`src/rtl/reg_dump_tx.sv`:
```
// reg_dump_tx: walks register-file addresses 0..NUM_REGS-1 after a start
// request, captures each word and sends it as W/8 UART 8N1 frames
// (LSB byte first, LSB bit first).
//
// Ports
//   clk      system clock, rising edge
//   rst      asynchronous active-high reset
//   i_start  one-cycle dump request, honoured only while idle
//   o_addr   register-file read-port address
//   i_rd     combinational read data for o_addr
//   o_tx     UART line, idle high (registered)
//   o_busy   high whenever a dump is accepted or in progress (registered)
//   o_done   one-cycle pulse after the final stop bit (registered)
//
// Parameter limits: W a multiple of 8, NUM_REGS 1..16, CLKS_PER_BIT >= 2.
module reg_dump_tx #(
    parameter int unsigned W            = 32,
    parameter int unsigned NUM_REGS     = 15,
    parameter int unsigned CLKS_PER_BIT = 16
) (
    input  logic         clk,
    input  logic         rst,
    input  logic         i_start,
    output logic [3:0]   o_addr,
    input  logic [W-1:0] i_rd,
    output logic         o_tx,
    output logic         o_busy,
    output logic         o_done
);

    localparam int unsigned BYTES  = W / 8;
    localparam int unsigned CNT_W  = $clog2(CLKS_PER_BIT);
    localparam int unsigned BYTE_W = (BYTES > 1) ? $clog2(BYTES) : 1;

    localparam logic [CNT_W-1:0]  CNT_LAST  = CNT_W'(CLKS_PER_BIT - 1);
    localparam logic [BYTE_W-1:0] BYTE_LAST = BYTE_W'(BYTES - 1);
    localparam logic [3:0]        ADDR_LAST = 4'(NUM_REGS - 1);

    typedef enum logic [2:0] {
        S_IDLE,
        S_LOAD,
        S_START,
        S_DATA,
        S_STOP,
        S_DONE
    } state_t;

    state_t            state_q,  state_d;
    logic              start_q,  start_d;
    logic [3:0]        addr_q,   addr_d;
    logic [W-1:0]      shift_q,  shift_d;
    logic [BYTE_W-1:0] byte_q,   byte_d;
    logic [2:0]        bit_q,    bit_d;
    logic [CNT_W-1:0]  cnt_q,    cnt_d;
    logic              tx_q,     tx_d;
    logic              busy_q,   busy_d;
    logic              done_q,   done_d;

    logic              bit_end;

    // State and datapath registers; reset forces the line back to idle-high.
    always_ff @(posedge clk or posedge rst) begin
        if (rst) begin
            state_q <= S_IDLE;
            start_q <= 1'b0;
            addr_q  <= 4'd0;
            shift_q <= '0;
            byte_q  <= '0;
            bit_q   <= 3'd0;
            cnt_q   <= '0;
            tx_q    <= 1'b1;
            busy_q  <= 1'b0;
            done_q  <= 1'b0;
        end else begin
            state_q <= state_d;
            start_q <= start_d;
            addr_q  <= addr_d;
            shift_q <= shift_d;
            byte_q  <= byte_d;
            bit_q   <= bit_d;
            cnt_q   <= cnt_d;
            tx_q    <= tx_d;
            busy_q  <= busy_d;
            done_q  <= done_d;
        end
    end

    // Next-state and datapath logic.
    always_comb begin
        state_d = state_q;
        start_d = 1'b0;
        addr_d  = addr_q;
        shift_d = shift_q;
        byte_d  = byte_q;
        bit_d   = bit_q;
        cnt_d   = cnt_q;
        tx_d    = tx_q;
        bit_end = (cnt_q == CNT_LAST);

        case (state_q)
            S_IDLE: begin
                tx_d  = 1'b1;
                cnt_d = '0;
                // The request is held one cycle in start_q before LOAD; a
                // request seen while already pending is not re-latched.
                start_d = i_start & ~start_q;
                if (start_q) begin
                    addr_d  = 4'd0;
                    state_d = S_LOAD;
                end
            end

            S_LOAD: begin
                // Word is frozen here; later register writes do not leak in.
                shift_d = i_rd;
                byte_d  = '0;
                cnt_d   = '0;
                tx_d    = 1'b0;
                state_d = S_START;
            end

            S_START: begin
                if (bit_end) begin
                    cnt_d   = '0;
                    tx_d    = shift_q[0];
                    bit_d   = 3'd0;
                    state_d = S_DATA;
                end else begin
                    cnt_d = cnt_q + CNT_W'(1);
                end
            end

            S_DATA: begin
                if (bit_end) begin
                    cnt_d = '0;
                    // Shift after every bit, including the eighth, so the next
                    // byte is already sitting in bit 0 for the following frame.
                    shift_d = shift_q >> 1;
                    if (bit_q == 3'd7) begin
                        tx_d    = 1'b1;
                        state_d = S_STOP;
                    end else begin
                        tx_d  = shift_q[1];
                        bit_d = bit_q + 3'd1;
                    end
                end else begin
                    cnt_d = cnt_q + CNT_W'(1);
                end
            end

            S_STOP: begin
                if (bit_end) begin
                    cnt_d = '0;
                    if (byte_q != BYTE_LAST) begin
                        byte_d  = byte_q + BYTE_W'(1);
                        tx_d    = 1'b0;
                        state_d = S_START;
                    end else if (addr_q != ADDR_LAST) begin
                        addr_d  = addr_q + 4'd1;
                        state_d = S_LOAD;
                    end else begin
                        state_d = S_DONE;
                    end
                end else begin
                    cnt_d = cnt_q + CNT_W'(1);
                end
            end

            S_DONE: begin
                addr_d  = 4'd0;
                state_d = S_IDLE;
            end

            default: begin
                state_d = S_IDLE;
            end
        endcase

        busy_d = (state_d != S_IDLE);
        done_d = (state_d == S_DONE);
    end

    assign o_addr = addr_q;
    assign o_tx   = tx_q;
    assign o_busy = busy_q;
    assign o_done = done_q;

endmodule

```
`config.mk`:
```
export PLATFORM = sky130hd
export DESIGN_NAME = reg_dump_tx
export DESIGN_NICKNAME = d
export VERILOG_FILES = /design/src/rtl/reg_dump_tx.sv
export SDC_FILE = /design/constraint.sdc
export NUM_CORES = 1
export LEC_CHECK = 0
export CAP_MARGIN = 5
export CORE_MARGIN = 1.5
export CORE_UTILIZATION = 45
export DETAILED_ROUTE_END_ITERATION = 8
export GPL_TIMING_DRIVEN = 0
export HOLD_SLACK_MARGIN = 0.02
export PLACE_DENSITY = 0.71
export SYNTH_ARGS = -nofsm -noshare
export SYNTH_HDL_FRONTEND = slang
export SYNTH_SLANG_ARGS = --single-unit
```
`constraint.sdc`:
```
create_clock -name clk -period 1.73 [get_ports clk]
set_input_delay 0.4325 -clock clk [delete_from_list [all_inputs] [get_ports clk]]
set_output_delay 0.4325 -clock clk [all_outputs]
set_load 0.01 [all_outputs]
```
==> images/pdn.png <==
The bar under the picture is 20 um long. Pins as bars on the die edge.
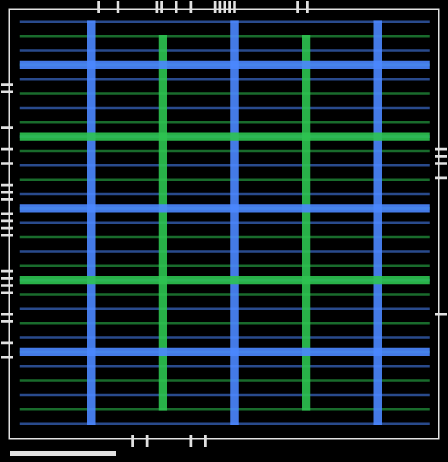
[blue] VSS
[green] VDD
met4 straps: 5
met1 rails: 29
rows: 28
signal pins: 42
met5 straps: 5
worst vdd ir: 0.753 mV
die width: 81.1 um

==> images/cell_classes.png <==
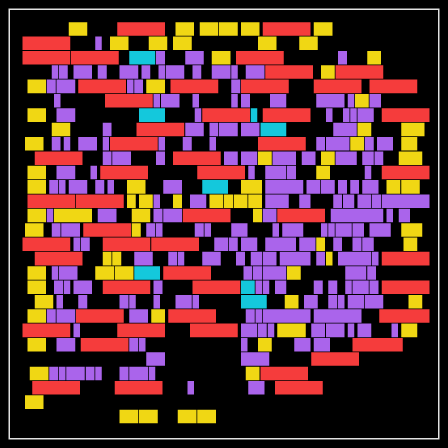
[cyan] clock drivers and dummy loads | cells: 8
[red] flip-flops | cells: 52
[purple] all other logic | cells: 199
[yellow] other buffers and delay cells | cells: 74
fin util: 60.2%
sequential cell area share: 36.5%

==> flow_metrics.tcl <==
# yosys + openroad results
set metrics [dict create \
    synth_top_area_share_pct 46.5 \
    maxSlewViolCount 0 \
    timing.final.ws_setup_ns -0.0150 \
    grt_max_degree 42 \
    crit_type "flop to flop" \
    hold_ws_ns 0.373 \
    power_w 0.00425 \
    largest_register "shift_q" \
    pg_clk_w 0.000734 \
    avgSynthCellArea_um2 10.2 \
    min_period_ns 1.74 \
    critical-path-max-stage-delay_ns 0.41 \
    die_area_um2 6580 \
    path_max_fanout 7 \
    clockBufferDepth 2 \
    rsz0062_at_grt "yes" \
    dp_slack_ns -0.184 \
    synthTopCellsByCount "51 x dfrtp_1, 39 x a21oi_1, 37 x nor2_1" \
    outcome "finished with violations" \
    placed_cells 387 \
    critPathRequiredTime_ns 1.92 \
    taps 75 \
    warnings 28 \
    vias 2202 \
    antenna_cells 0 \
    comb_area_um2 1380 \
    p_switching_w 0.00149 \
    yosysMostFrequentCell "dfrtp_1" \
    power_leader "registers" \
    drv_cap 0 \
    cp_top_family "simple AND/OR/NAND/NOR gates" \
    startpoint "bit_q[1]$_DFFE_PP0P_" \
    fill_cells 518 \
    failed_checks "negative setup slack" \
    tns_ns -0.0150 \
    crit_end "o_busy$_DFF_PP0_" \
    rr_worst_depth 7 \
    ant_nets 0 \
    end_kind "flop" \
    synthTopLogicFamily "AND-OR/OR-AND gates" \
    topRoutingLayerUsed "met4" \
    clk_latency_ns 0.31 \
    setup_viol 1 \
    num_rows 28 \
    clkSinkCount 52 \
    fin_area_um2 3570 \
    max_freq_mhz 573 \
    cts_buffers 5 \
    h-tree-depth 2 \
    buf_share_pct 18.6 \
    synthSimpleGateAreaFrac_pct 12.8 \
    mostFrequentLayoutCell "dfrtp_1" \
    nMultiInputCombCells 190 \
    powerComb_w 0.00164 \
    largest_reg_flops 32 \
    clk_pin_slew_ns 0.09 \
    slowest_stage "or3b_4" \
    dp_hpwl_um 3910 \
    initCoreUtil_pct 46.4 \
    lay_top_cells "50 x dfrtp_1, 39 x a21oi_1, 37 x nor2_1, 37 x clkdlybuf4s50_1, 32 x mux2i_1" \
    post_cts_buffers 8 \
    hold_path_class "input pin to async pin" \
    p_sw_share_pct 35.0 \
    power.leakage_nw 1.68 \
    area_growth_pct 29.9 \
    yosys.stat.seqShare_pct 47.4 \
    grt_pass1_vias 2065 \
    r2r_setup_slack_ns -0.01 \
    cp-start-kind "flop" \
    syn_inst 270 \
    cp_num_cells 7 \
    period_used_pct 101 \
    grt.busiest_layer "met2" \
    ys_chip_area_um2 2750 \
    arrival_ns 1.94 \
    synth-edff-count 0 \
    r2r-start "bit_q[1]$_DFFE_PP0P_" \
    cts_root_buffer "clkbuf_8" \
    dominant_cells "multi-input combinational cells" \
    grt_overflow 0 \
    instances_no_fill 408 \
    ys_types 48 \
    nFlopsAndLatches 52 \
]
==> images/port_nets.png <==
The bar under the picture is 20 um long.
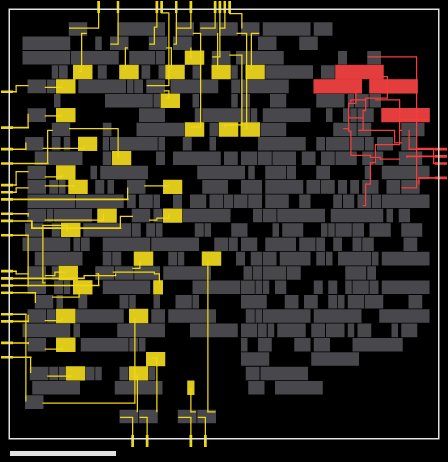
[yellow] i_rd | bits: 32 | direction: input | edge: 18 left, 10 top, 4 bottom | end cells: 32 | buffers: 32 | wire: 586 um
[red] o_addr | bits: 4 | direction: output | edge: right | end cells: 4 | buffers: 4 | wire: 158 um
port bufs: 41
I/O pins: 42

==> images/final_congestion.png <==
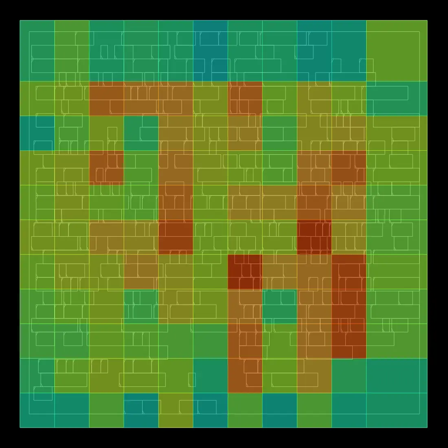
total track usage: 18.8%
wire per inst: 14.6 um
met3 global-route usage: 5.17%
met2 Use GR: 30.4%
GRT met1 Usage: 24.5%

